File: src/rtl/pulse_measure_pkg.sv
// pulse_measure_pkg
// Shared types and helpers for the pulse_measure receive-side checker.
//   state_t  : measurement FSM state (IDLE waits for the first edge, MEAS runs)
//   cnt_t    : default-width measurement counter (DEFAULT_CNT_W bits)
//   sat_inc  : saturating increment for a counter of any width up to 32 bits
package pulse_measure_pkg;

  localparam int DEFAULT_CNT_W = 16;

  typedef logic [DEFAULT_CNT_W-1:0] cnt_t;

  typedef enum logic [0:0] {
    IDLE = 1'b0,
    MEAS = 1'b1
  } state_t;

  // Counters narrower than 32 bits are zero-extended by the caller and the
  // result truncated back, so one helper serves every counter width.
  function automatic logic [31:0] sat_inc(input logic [31:0] value, input int width);
    logic [31:0] max_val;
    max_val = (width >= 32) ? 32'hFFFF_FFFF : ((32'd1 << width) - 32'd1);
    return (value >= max_val) ? max_val : value + 32'd1;
  endfunction

endpackage

File: src/rtl/pulse_measure_if.sv
// pulse_measure_if
// Result bundle produced by pulse_measure.
//   o_valid        : one-cycle strobe, new measurement on o_duration/o_period
//   o_duration     : last measured high time (CNT_W bits)
//   o_period       : last measured rising-edge-to-rising-edge time (CNT_W bits)
//   o_err_duration : last duration differed from the expected value
//   o_err_period   : last period differed from the expected value
//   o_locked       : enough consecutive good measurements seen
//   o_timeout      : one-cycle strobe, no rising edge within the timeout window
//   dbg_state      : current FSM state, for observation only
// Handshake: o_valid is a valid-only strobe with no ready; the consumer must
// take o_duration/o_period/o_err_* in the cycle o_valid is high. Those values
// stay stable until the next o_valid, so late sampling is also safe.
interface pulse_measure_if #(
  parameter int CNT_W = 16
);
  import pulse_measure_pkg::*;

  logic             o_valid;
  logic [CNT_W-1:0] o_duration;
  logic [CNT_W-1:0] o_period;
  logic             o_err_duration;
  logic             o_err_period;
  logic             o_locked;
  logic             o_timeout;
  state_t           dbg_state;

  modport master (
    output o_valid, o_duration, o_period, o_err_duration, o_err_period,
           o_locked, o_timeout, dbg_state
  );

  modport slave (
    input o_valid, o_duration, o_period, o_err_duration, o_err_period,
          o_locked, o_timeout, dbg_state
  );

endinterface

File: src/rtl/pulse_edge_detect.sv
// pulse_edge_detect
// Registers the previous pulse sample and flags edges on the current sample.
//   clk     : system clock
//   rst     : synchronous active-low reset (previous sample forced to 0)
//   i_pulse : pulse input, synchronous to clk
//   rise    : i_pulse high now, low on the previous cycle
//   fall    : i_pulse low now, high on the previous cycle
// Because the previous sample resets to 0, a high input at reset release is
// reported as a rising edge.
module pulse_edge_detect (
  input  logic clk,
  input  logic rst,
  input  logic i_pulse,
  output logic rise,
  output logic fall
);

  logic p_q;

  always_ff @(posedge clk) begin
    if (!rst) begin
      p_q <= 1'b0;
    end else begin
      p_q <= i_pulse;
    end
  end

  assign rise = i_pulse & ~p_q;
  assign fall = ~i_pulse & p_q;

endmodule

File: src/rtl/pulse_measure.sv
// pulse_measure
// Receive-side checker for a pulse train: measures high time and period in
// clk cycles, flags deviations from PULSE_DURATION / PULSE_PERIOD and
// declares lock after LOCK_COUNT consecutive good measurements.
//   clk     : system clock
//   rst     : synchronous active-low reset
//   i_pulse : pulse train, synchronous to clk
//   m       : pulse_measure_if.master result bundle (see interface header)
// Optional feature: define PULSE_MEASURE_TIMEOUT_EN to abort a measurement
// whose period counter reaches 2*PULSE_PERIOD without a rising edge (pulses
// o_timeout, drops lock, returns to IDLE). Without it o_timeout stays 0 and
// the counters simply saturate.
module pulse_measure #(
  parameter int PULSE_DURATION = 2,
  parameter int PULSE_PERIOD   = 3,
  parameter int LOCK_COUNT     = 4,
  parameter int CNT_W          = 16
) (
  input  logic            clk,
  input  logic            rst,
  input  logic            i_pulse,
  pulse_measure_if.master m
);
  import pulse_measure_pkg::*;

  // sat_inc works on 32-bit values, which bounds the counter width.
  if (PULSE_DURATION < 1 || PULSE_PERIOD < 1 || LOCK_COUNT < 1 || CNT_W < 1 ||
      CNT_W > 32 || PULSE_DURATION > PULSE_PERIOD) begin : g_bad_params
    $fatal(1, "pulse_measure: illegal parameter combination");
  end

  // A constant-high train has no rising edges after the first one, so the
  // period boundary has to be synthesised from the counter.
  localparam bit               CONST_HIGH = (PULSE_DURATION == PULSE_PERIOD);
  localparam logic [CNT_W-1:0] CNT_MAX    = {CNT_W{1'b1}};
  localparam logic [CNT_W-1:0] CNT_ONE    = CNT_W'(1);
  localparam logic [CNT_W-1:0] PER_CNT    = CNT_W'(PULSE_PERIOD);
  localparam logic [31:0]      LOCK_MAX   = 32'(LOCK_COUNT);

  logic rise;
  logic fall;

  pulse_edge_detect u_edge (
    .clk     (clk),
    .rst     (rst),
    .i_pulse (i_pulse),
    .rise    (rise),
    .fall    (fall)
  );

  state_t           state_q;
  logic [CNT_W-1:0] period_cnt;
  logic [CNT_W-1:0] dur_cnt;
  logic             high_q;      // still inside the high phase since the last rise
  logic             valid_q;
  logic [CNT_W-1:0] dur_q;
  logic [CNT_W-1:0] per_q;
  logic             err_dur_q;
  logic             err_per_q;
  logic [31:0]      good_cnt;
  logic             locked_q;
  logic             timeout_q;

  logic             synth;
  logic             tmo_hit;
  logic [CNT_W-1:0] rep_dur;
  logic [CNT_W-1:0] rep_per;
  logic             rep_err_dur;
  logic             rep_err_per;
  logic [31:0]      good_next;

  // Value published on a measurement boundary, whether from a real rising
  // edge or from the synthetic constant-high boundary.
  always_comb begin
    synth = 1'b0;
    if (CONST_HIGH) begin
      synth = (state_q == MEAS) && !rise && i_pulse && (period_cnt == PER_CNT);
    end
    rep_dur     = synth ? PER_CNT : dur_cnt;
    rep_per     = synth ? PER_CNT : period_cnt;
    // A saturated count never represents a true measurement.
    rep_err_dur = (32'(rep_dur) != 32'(PULSE_DURATION)) || (rep_dur == CNT_MAX);
    rep_err_per = (32'(rep_per) != 32'(PULSE_PERIOD)) || (rep_per == CNT_MAX);
    if (rep_err_dur || rep_err_per) begin
      good_next = 32'd0;
    end else if (good_cnt >= LOCK_MAX) begin
      good_next = LOCK_MAX;
    end else begin
      good_next = good_cnt + 32'd1;
    end
  end

`ifdef PULSE_MEASURE_TIMEOUT_EN
  assign tmo_hit = (state_q == MEAS) && !rise && !synth &&
                   (32'(period_cnt) == 32'(2 * PULSE_PERIOD));
`else
  assign tmo_hit = 1'b0;
`endif

  always_ff @(posedge clk) begin
    if (!rst) begin
      state_q    <= IDLE;
      period_cnt <= '0;
      dur_cnt    <= '0;
      high_q     <= 1'b0;
      valid_q    <= 1'b0;
      dur_q      <= '0;
      per_q      <= '0;
      err_dur_q  <= 1'b0;
      err_per_q  <= 1'b0;
      good_cnt   <= 32'd0;
      locked_q   <= 1'b0;
      timeout_q  <= 1'b0;
    end else begin
      valid_q   <= 1'b0;
      timeout_q <= 1'b0;
      if (fall) begin
        high_q <= 1'b0;
      end
      case (state_q)
        IDLE: begin
          if (rise) begin
            period_cnt <= CNT_ONE;
            dur_cnt    <= CNT_ONE;
            high_q     <= 1'b1;
            state_q    <= MEAS;
          end
        end
        MEAS: begin
          // Edge beats saturation and timeout: the saturated values are
          // still reported and flagged.
          if (rise || synth) begin
            valid_q    <= 1'b1;
            dur_q      <= rep_dur;
            per_q      <= rep_per;
            err_dur_q  <= rep_err_dur;
            err_per_q  <= rep_err_per;
            good_cnt   <= good_next;
            locked_q   <= (good_next == LOCK_MAX);
            period_cnt <= CNT_ONE;
            dur_cnt    <= CNT_ONE;
            high_q     <= 1'b1;
          end else if (tmo_hit) begin
            timeout_q <= 1'b1;
            good_cnt  <= 32'd0;
            locked_q  <= 1'b0;
            state_q   <= IDLE;
          end else begin
            period_cnt <= CNT_W'(sat_inc(32'(period_cnt), CNT_W));
            if (i_pulse && high_q) begin
              dur_cnt <= CNT_W'(sat_inc(32'(dur_cnt), CNT_W));
            end
          end
        end
        default: state_q <= IDLE;
      endcase
    end
  end

  assign m.o_valid        = valid_q;
  assign m.o_duration     = dur_q;
  assign m.o_period       = per_q;
  assign m.o_err_duration = err_dur_q;
  assign m.o_err_period   = err_per_q;
  assign m.o_locked       = locked_q;
  assign m.o_timeout      = timeout_q;
  assign m.dbg_state      = state_q;

endmodule
File: src/flat_wrapper.sv
// flat-port wrapper written by rule: the top's interface ports become plain ports
module pulse_measure_flat import pulse_measure_pkg::*;
#(
  parameter int PULSE_DURATION = 2,
  parameter int PULSE_PERIOD   = 3,
  parameter int LOCK_COUNT     = 4,
  parameter int CNT_W          = 16
)
  (clk, rst, i_pulse, m_o_valid, m_o_duration, m_o_period, m_o_err_duration, m_o_err_period, m_o_locked, m_o_timeout, m_dbg_state);
  pulse_measure_if #(.CNT_W(CNT_W)) m_i ();
  input  logic clk;
  input  logic rst;
  input  logic i_pulse;
  output wire logic [$bits(m_i.o_valid)-1:0] m_o_valid;
  output wire logic [$bits(m_i.o_duration)-1:0] m_o_duration;
  output wire logic [$bits(m_i.o_period)-1:0] m_o_period;
  output wire logic [$bits(m_i.o_err_duration)-1:0] m_o_err_duration;
  output wire logic [$bits(m_i.o_err_period)-1:0] m_o_err_period;
  output wire logic [$bits(m_i.o_locked)-1:0] m_o_locked;
  output wire logic [$bits(m_i.o_timeout)-1:0] m_o_timeout;
  output wire logic [$bits(m_i.dbg_state)-1:0] m_dbg_state;
  assign m_o_valid = m_i.o_valid;
  assign m_o_duration = m_i.o_duration;
  assign m_o_period = m_i.o_period;
  assign m_o_err_duration = m_i.o_err_duration;
  assign m_o_err_period = m_i.o_err_period;
  assign m_o_locked = m_i.o_locked;
  assign m_o_timeout = m_i.o_timeout;
  assign m_dbg_state = m_i.dbg_state;
  pulse_measure #(.PULSE_DURATION(PULSE_DURATION), .PULSE_PERIOD(PULSE_PERIOD), .LOCK_COUNT(LOCK_COUNT), .CNT_W(CNT_W)) u_core (.clk(clk), .rst(rst), .i_pulse(i_pulse), .m(m_i));
endmodule
File: config.mk
export PLATFORM = sky130hd
export DESIGN_NAME = pulse_measure_flat
export DESIGN_NICKNAME = d
export VERILOG_FILES = /design/src/rtl/pulse_measure_pkg.sv /design/src/rtl/pulse_measure_if.sv /design/src/rtl/pulse_edge_detect.sv /design/src/rtl/pulse_measure.sv /design/src/flat_wrapper.sv
export SDC_FILE = /design/constraint.sdc
export NUM_CORES = 1
export LEC_CHECK = 0
export CORE_MARGIN = 2
export CORE_UTILIZATION = 50
export CTS_BUF_LIST = sky130_fd_sc_hd__clkbuf_4
export DETAILED_ROUTE_END_ITERATION = 7
export PLACE_DENSITY = 0.71
export SLEW_MARGIN = 5
export SYNTH_ARGS = -nofsm -noshare
export SYNTH_HDL_FRONTEND = slang
export SYNTH_SLANG_ARGS = --single-unit
File: constraint.sdc
create_clock -name clk -period 2.65 [get_ports clk]
set_clock_uncertainty 0.1 [all_clocks]
set_input_delay 0.53 -clock clk [delete_from_list [all_inputs] [get_ports clk]]
set_output_delay 0.53 -clock clk [all_outputs]
set_load 0.01 [all_outputs]
run_1/layer_met1.png
The bar under the picture is 20 µm long.
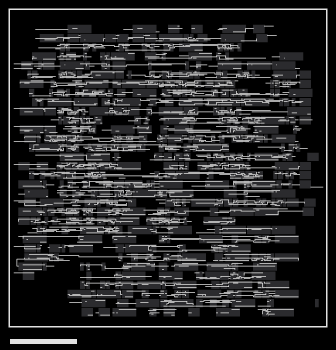
The wires run mostly horizontal. The layer carries 4210 µm of wire. The longest straight run is 39.1 µm. The layer holds 49% of the routed length. 480 nets have wire on it.

run_1/layer_met2.png
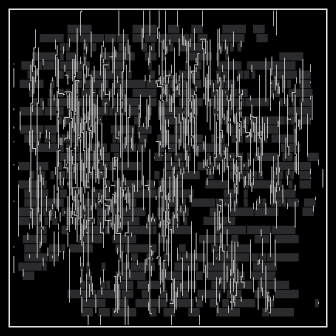
The layer carries 3990 µm of wire. The longest straight run is 48.8 µm. 419 nets have wire on it.
via count: 3422
met2 Use GR: 0.334
routed wire length: 8650 µm

run_1/layer_met3.png
The bar under the picture is 20 µm long.
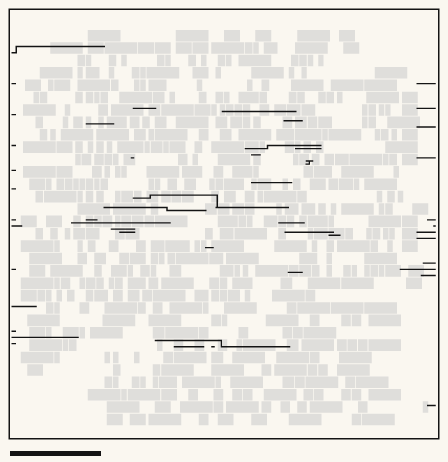
41 nets have wire on it. The layer carries 310 µm of wire. The longest straight run is 21.6 µm. The layer holds 3.6% of the routed length. The wires run mostly horizontal.

==> results.toml, run 1 <==
# flow metrics
[cells_and_area]
layout.nets = 515
finalNonFillerCells = 613
diodes = 0
layout_top_cells_excl_fill_tap = "dfxtp_1, nand2_1, a21oi_1, and3_1, clkdlybuf4s50_1"
syn_to_final_growth_pct = 15.7
drive_gt1_frac = 0.0744
fin_util = 0.601

[synth]
yosys_warnings = 0
ys_types = 44
largest_area_cell = "dfxtp_1"
synthCells = 475
top_cells_by_area = "dfxtp_1, nand2_1, a21oi_1"
synth.yosys.num_cells = 475
yosysSeqAreaShare = 0.509
avgSynthCellArea_um2 = 8.53
syn_area_um2 = 4050
yosys_area_um2 = 4050

[placed_design]
io_buffers = 39
dp_hpwl_um = 5960
place_congestion = 0.873
dp.cells = 597

[clock_network]
cts_tree = "yes"
clk_path_buf_depth = 2
cts_sinks = 103
hold_buffers = 0
cts_inserted_buffers = 9
htreeDepth = 3

[final_timing]
slew_viol_final = 0
slew_headroom = 0.613
worst_hold_slack_ps = 365
setup_violations = 0
max_freq_mhz = 413

[run]
warnings = 29
max_cap_violations = 0

[run_status]
status = "finished clean"

[hold_path]
hp-class = "flop to flop"

[floorplanning]
fp.dieW_um = 94.0
num_rows = 32
pin_count = 41
die_area_um2 = 8840

[worst_setup_path]
critPathTopFamily = "flip-flops"
cp_data_arrival_time_ps = 1790
slowest_delay_ps = 690
path_class = "flop to output port"

[grt]
grtUsageTotal = 0.205

[power_and_ir_drop]
peakVddDrop_mv = 0.235
p_leak_nw = 1.74

[route]
vias_per_cell = 5.58
dr.pass1.iters = 4
-- run 1: state kept, by name, indices dropped and copies added (netlist names) --
signal,flops
u_core.period_cnt,16
u_core.m.o_locked,1
u_core.m.o_err_duration,1
u_core.u_edge.p_q,1
u_core.dur_cnt,16
u_core.m.o_duration,16
u_core.high_q,1
u_core.m.o_valid,1
u_core.m.o_period,16
u_core.m.dbg_state,1
u_core.good_cnt,32
u_core.m.o_err_period,1
-- run 1: metal layers --
layer / track usage / vias to the layer above / part of all wire
met3: 0.0377 / 11 / 0.036
met1: 0.265 / 1589 / 0.49
met5: 0 / - / 0
li1: - / 1753 / -
met4: 0.0882 / 0 / 0.015
met2: 0.334 / 69 / 0.46
-- run 1: logic make-up after synthesis --
kind of cell / share of synthesized area
and+or+nand+nor: 0.294
muxes: 0.00494
AOI/OAI and AO/OA: 0.127
adders and majority gates: 0.0185
xor gates and xnor gates: 0.00216
DFF: 0.509
buffers and inverters: 0.0432
other: 0.000925
-- run 1: cells in the mapped netlist --
library cell	instances
dfxtp_1	103
buf_6	1
o21a_1	2
buf_2	2
nor4b_1	1
nand4_1	8
or4_4	1
o32ai_1	1
and3_1	39
a41o_1	1
a221oi_1	1
or3_1	1
nor4_1	14
nor2_1	36
and2_1	4
clkbuf_1	23
o41ai_1	1
o211a_1	1
nand2b_1	2
o21ai_0	12
a21oi_1	49
nor3_2	1
nand2_1	77
o21ai_1	2
nand4_2	2
or2_2	1
o31ai_1	1
buf_1	4
a31oi_1	9
conb_1	1
nor4b_2	1
inv_1	8
nand3_1	15
and2_2	1
and4b_1	1
nor3_1	16
a211oi_1	3
xnor2_1	1
nor3b_1	1
mux2i_1	2
a311oi_1	6
and4_1	10
ha_1	6
buf_4	3
-- run 1: area by class of cell --
cell class	count	area, µm²	share of cell area
clock inverters	7	88.8	0.0189
flip-flops and latches	103	2060	0.440
repair buffers	53	495	0.106
inverters	8	30.0	0.00640
well taps	102	128	0.0272
multi-input cells	331	1820	0.388
clock buffers	9	67.6	0.0144
-- run 1: final timing paths --
check,startpoint,endpoint,cells past startpoint
max reg2reg,u_core.dur_cnt[1],u_core.dur_cnt[9],5
max,u_core.m.dbg_state,m_dbg_state,1
min reg2reg,u_core.m.o_period[5],u_core.m.o_period[5],2
min,u_core.m.o_period[5],u_core.m.o_period[5],2
-- run 1: power breakdown --
group | switching, mW | total [mW] | internal [mW]
Clock | 0.606 | 0.848 | 0.242
Sequential | 0.0116 | 1.57 | 1.56
Combinational | 0.0713 | 0.108 | 0.0370
Total | 0.689 | 2.53 | 1.84
run_1/flops_by_reg.png
Other sequential cells in the stronger gray, the rest of the logic in the fainter gray.
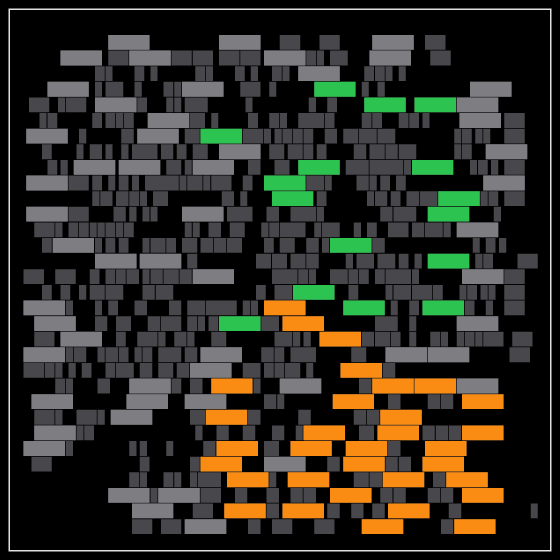

==> inputs of run 2 (changes only) <==
- CORE_UTILIZATION: 50 -> 58
- PLACE_DENSITY: 0.71 -> 0.81
run_2/flops_by_reg.png
Other sequential cells in the stronger gray, the rest of the logic in the fainter gray.
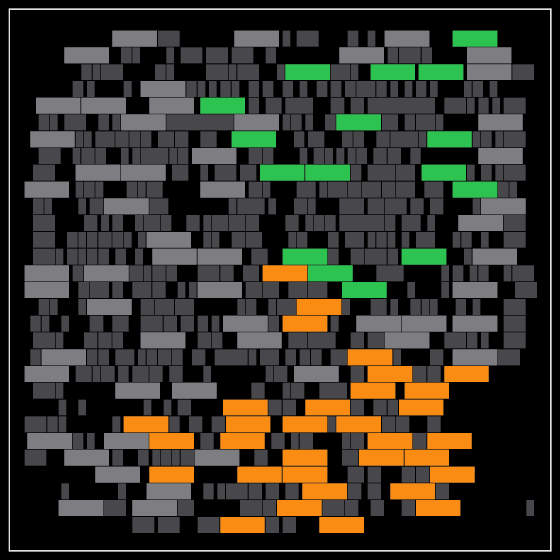
Key: orange = u_core.good_cnt [placed flops 32]; green = u_core.dur_cnt [placed flops 16]
Another 55 sequential cells are not colored.
register area: 2060 µm²
Final Core Density: 0.688
flop share of the area: 0.441

run_2/layer_met1.png
The bar under the picture is 20 µm long.
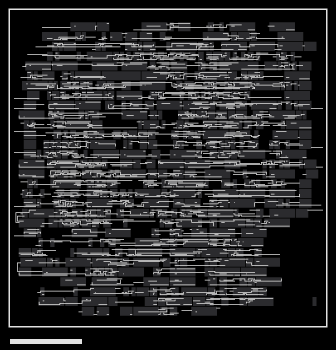
476 nets have wire on it. The layer carries 4060 µm of wire. The layer holds 48% of the routed length.

run_2/layer_met2.png
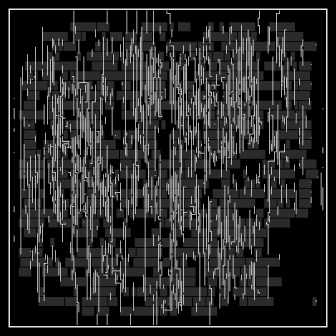
The layer holds 47% of the routed length. 413 nets have wire on it.

==> run 2 against run 1 <==
Net effect: via count rose by 1.0%; die size shrank 13%; register-to-register slack lost 40 ps; first-iteration DRC count up 24%; highest routed layer unchanged; count of clock-buffer cells in the layout did not move; global-route usage grew 2.8 points; critical endpoint unchanged; synthesized area is the same.
==> results.toml, run 2 <==
# flow metrics
[run_status]
status = "finished clean"

[worst_setup_path]
cp_data_arrival_time_ps = 1770
worst-path-stages = 1
slowest_delay_ps = 680
path_class = "flop to output port"
worst-r2r-cell-count = 5
critPathTopFamily = "flip-flops"
startpoint = "u_core.m.dbg_state"

[synth]
yosys_area_um2 = 4050
syn_area_um2 = 4050
ys_top_cells_by_count = "dfxtp_1, nand2_1, a21oi_1"
ys_async_sr_fraction = 0
yosysSeqAreaShare = 0.509
yosys_warnings = 0
enable_flop_cells = 0
top_cells_by_area = "dfxtp_1, nand2_1, a21oi_1"
yosysMostFrequentCell = "dfxtp_1"
synthCells = 475
largest_area_cell = "dfxtp_1"
synth.yosys.num_cells = 475
ff_type = "dfxtp_1"
ys_types = 44

[cells_and_area]
layout_top_cells_excl_fill_tap = "dfxtp_1, nand2_1, a21oi_1, and3_1, clkdlybuf4s50_1"
drive_gt1_frac = 0.0651
largest-register = "u_core.good_cnt"
largest_reg_flops = 32
comb_area_um2 = 1820
layout.nets = 511

[floorplanning]
pin_count = 41
num_rows = 30
fp.dieW_um = 87.6
die_area_um2 = 7670

[clock_network]
cts_sinks = 103
clk_path_buf_depth = 2
htreeDepth = 3
cts_resized = 0
cts_tree = "yes"
cts_inserted_buffers = 9

[power_and_ir_drop]
peakVddDrop_mv = 0.326
p_leak_nw = 1.73

[placed_design]
dp_hpwl_um = 5670

[route]
antenna_left = 0
routed_wl_um = 8490
vias_per_cell = 5.73
dr_total_vias = 3457
dr.pass1.iters = 5

[final_timing]
setup_violations = 0
slew_viol_final = 0
slew_headroom = 0.619
max_freq_mhz = 416

[run]
warnings = 29

[hold_path]
min_path_cells = 2
holdCritStartpoint = "u_core.m.o_period[1]"
hp-class = "flop to flop"

[grt]
grtUsageTotal = 0.232
-- run 2: cell families after synthesis --
kind of cell    after synthesis  synth area share
flops                       103             0.509
other cells                   1          0.000925
xor+xnor                      1           0.00216
buf+inv                      41            0.0432
fa+ha+maj                     6            0.0185
compound gates               89             0.127
simple gates                232             0.294
mux                           2           0.00494
-- run 2: path summary, 6_finish.rpt --
check / end / slack (ps)
worst max register to register: u_core.dur_cnt[5] / 400
worst max-delay path: m_dbg_state / 250
worst min register to register: u_core.m.o_period[1] / 360
worst min-delay path: u_core.m.o_period[1] / 360
-- run 2: power by group --
part | internal, mW | leakage, nW | total [mW] | switching, mW
sequential | 1.56 | 0.831 | 1.57 | 0.0142
combinational | 0.0359 | 0.815 | 0.103 | 0.0667
clock | 0.387 | 0.0883 | 0.912 | 0.525
-- run 2: final cells by class --
cell class                      count  share of cell area
Inverter                            8             0.00643
Clock inverter                      7              0.0204
Timing Repair Buffer               49               0.102
Sequential cell                   103               0.441
Tap cell                           96              0.0257
Clock buffer                        9              0.0145
Multi-Input combinational cell    331               0.389
-- run 2: stage by stage --
stage	std cells	hold slack (ps)	area [µm²]
final	603	362	4670
after global routing	603	384	4670
after CTS	603	365	4670
after detailed placement	587	346	4510
after global placement	587	341	4510
after floorplan	475	353	4050
-- run 2: metal layers --
layer  routed length [µm]  track usage  vias up  part of all wire
met4                   78       0.0825        0            0.0092
li1                     -            -     1739                 -
met2                 4010        0.379       89              0.47
met3                  345       0.0518       10             0.041
met5                    0            0        -                 0
met1                 4060        0.305     1619              0.48
==> inputs of run 3 (changes only) <==
- SETUP_SLACK_MARGIN: not set -> 0.05
run_3/flops_by_reg.png
Other sequential cells in the stronger gray, the rest of the logic in the fainter gray.
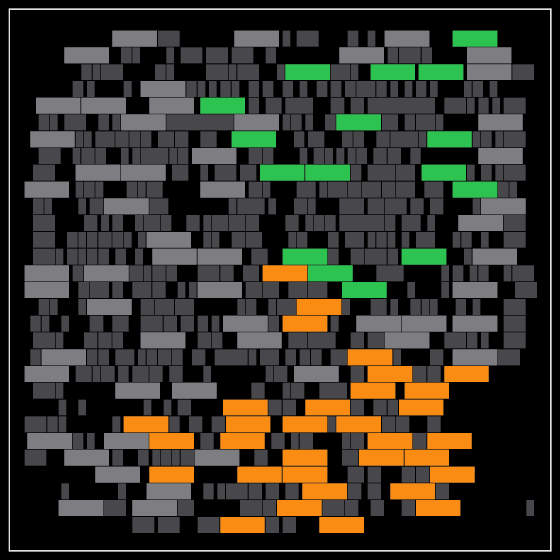
Key: green = u_core.dur_cnt [placed flops 16]; orange = u_core.good_cnt [placed flops 32]
Seq power: 1.57 mW

run_3/placement.png
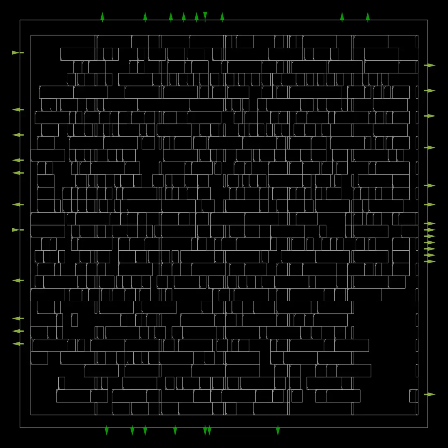
registers: 103
Final Instance Count excl. Fillers: 603
n_taps: 96
FILL cells: 570

run_3/layer_met2.png
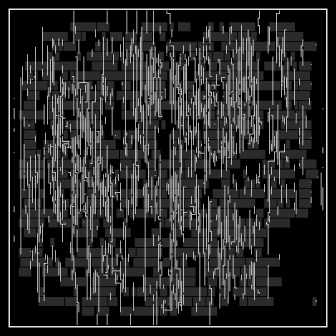
The wires run mostly vertical. 413 nets have wire on it. The longest straight run is 49.0 µm. The layer carries 4010 µm of wire. The layer holds 47% of the routed length.

==> run 3 against run 2 <==
Net effect: first-iteration DRC count unchanged; synthesized cell count unchanged; utilization unchanged; combinational power about the same; critical path depth unchanged; largest cell class unchanged; synthesized area unchanged.
==> results.toml, run 3 <==
# flow metrics
[cells_and_area]
syn_to_final_growth_pct = 15.2
largest-register = "u_core.good_cnt"
drive_gt1_frac = 0.0651
diodes = 0
fin_util = 0.688
layout_top_cells_excl_fill_tap = "dfxtp_1, nand2_1, a21oi_1, and3_1, clkdlybuf4s50_1"
largest_reg_flops = 32
fin_area_um2 = 4670

[route]
dr_total_vias = 3457
vias_per_cell = 5.73

[worst_setup_path]
critPathTopFamily = "flip-flops"
slowest_delay_ps = 680
r2r_slack_ps = 400
path_class = "flop to output port"
cp_data_arrival_time_ps = 1770

[final_timing]
slew_headroom = 0.619
slew_viol_final = 0
setup_violations = 0

[clock_network]
hold_buffers = 0
cts_inserted_buffers = 9
clk_path_buf_depth = 2
cts_tree = "yes"

[placed_design]
dp_hpwl_um = 5670
placedInstanceArea_um2 = 4510

[synth]
yosys_warnings = 0
enable_flop_cells = 0
ff_type = "dfxtp_1"
synth.yosys.num_cells = 475
largest_area_cell = "dfxtp_1"
ys_types = 44
synthCells = 475

[floorplanning]
die_area_um2 = 7670
fp.dieW_um = 87.6
pin_count = 41

[hold_path]
hp-class = "flop to flop"

[run]
max_cap_violations = 0

[grt]
grtUsageTotal = 0.232

[run_status]
status = "finished clean"
run 3: cell counts after synthesis:
Identical to the previous run, type by type.
run 3: final cells by class:
| class | count | area (µm²) |
|---|---|---|
| clock buffer | 9 | 67.6 |
| multi-input combinational | 331 | 1820 |
| fill | 570 | 2120 |
| tap | 96 | 120 |
| clock inverter | 7 | 95.1 |
| sequential | 103 | 2060 |
| inverter | 8 | 30.0 |
| timing repair buffer | 49 | 478 |
run 3: worst register-to-register path: stages (launching register included):
cell      delay (ps)
dfxtp_1          530
ha_1             310
nand4_1          130
or4_4            550
and2_2           290
a311oi_1         280
run 3: cells by family (layout without fill, tap and decap cells):
logic type | Yosys count | after routing | synth area share
simple gates | 232 | 232 | 0.294
compound gates | 89 | 89 | 0.127
other cells | 1 | 1 | 0.000925
flops | 103 | 103 | 0.509
mux | 2 | 2 | 0.00494
xor+xnor | 1 | 1 | 0.00216
fa+ha+maj | 6 | 6 | 0.0185
buf+inv | 41 | 73 | 0.0432
run 3: worst paths after layout:
| path | start | to | depth (start not counted) |
|---|---|---|---|
| setup / recovery | u_core.m.dbg_state | m_dbg_state | 1 |
| hold / removal | u_core.m.o_period[1] | u_core.m.o_period[1] | 2 |
| setup reg to reg | u_core.dur_cnt[0] | u_core.dur_cnt[5] | 5 |
| hold reg to reg | u_core.m.o_period[1] | u_core.m.o_period[1] | 2 |
run 3: power by group:
part / leakage, nW / switching [mW] / total [mW] / internal, mW
Sequential: 0.831 / 0.0142 / 1.57 / 1.56
Combinational: 0.815 / 0.0667 / 0.103 / 0.0359
Clock: 0.0883 / 0.525 / 0.912 / 0.387
Total: 1.73 / 0.606 / 2.59 / 1.98
run 3: stage by stage:
| step | power (mW) | setup slack [ps] | instances |
|---|---|---|---|
| 2_1_floorplan | 1.67 | 603 | 475 |
| 3_3_place_gp | 1.71 | 227 | 587 |
| 3_5_place_dp | 1.71 | 120 | 587 |
| 4_1_cts | 2.60 | 232 | 603 |
| 5_1_grt | 2.69 | 178 | 603 |
| 6_report | 2.59 | 248 | 603 |
run 3: metal layers:
metal | global-route usage | vias up | share of wire
met5 | 0 | - | 0
met4 | 0.0825 | 0 | 0.0092
met3 | 0.0518 | 10 | 0.041
met2 | 0.379 | 89 | 0.47
met1 | 0.305 | 1619 | 0.48
li1 | - | 1739 | -
No activity file was given, so power comes from the tool's default toggle rates.
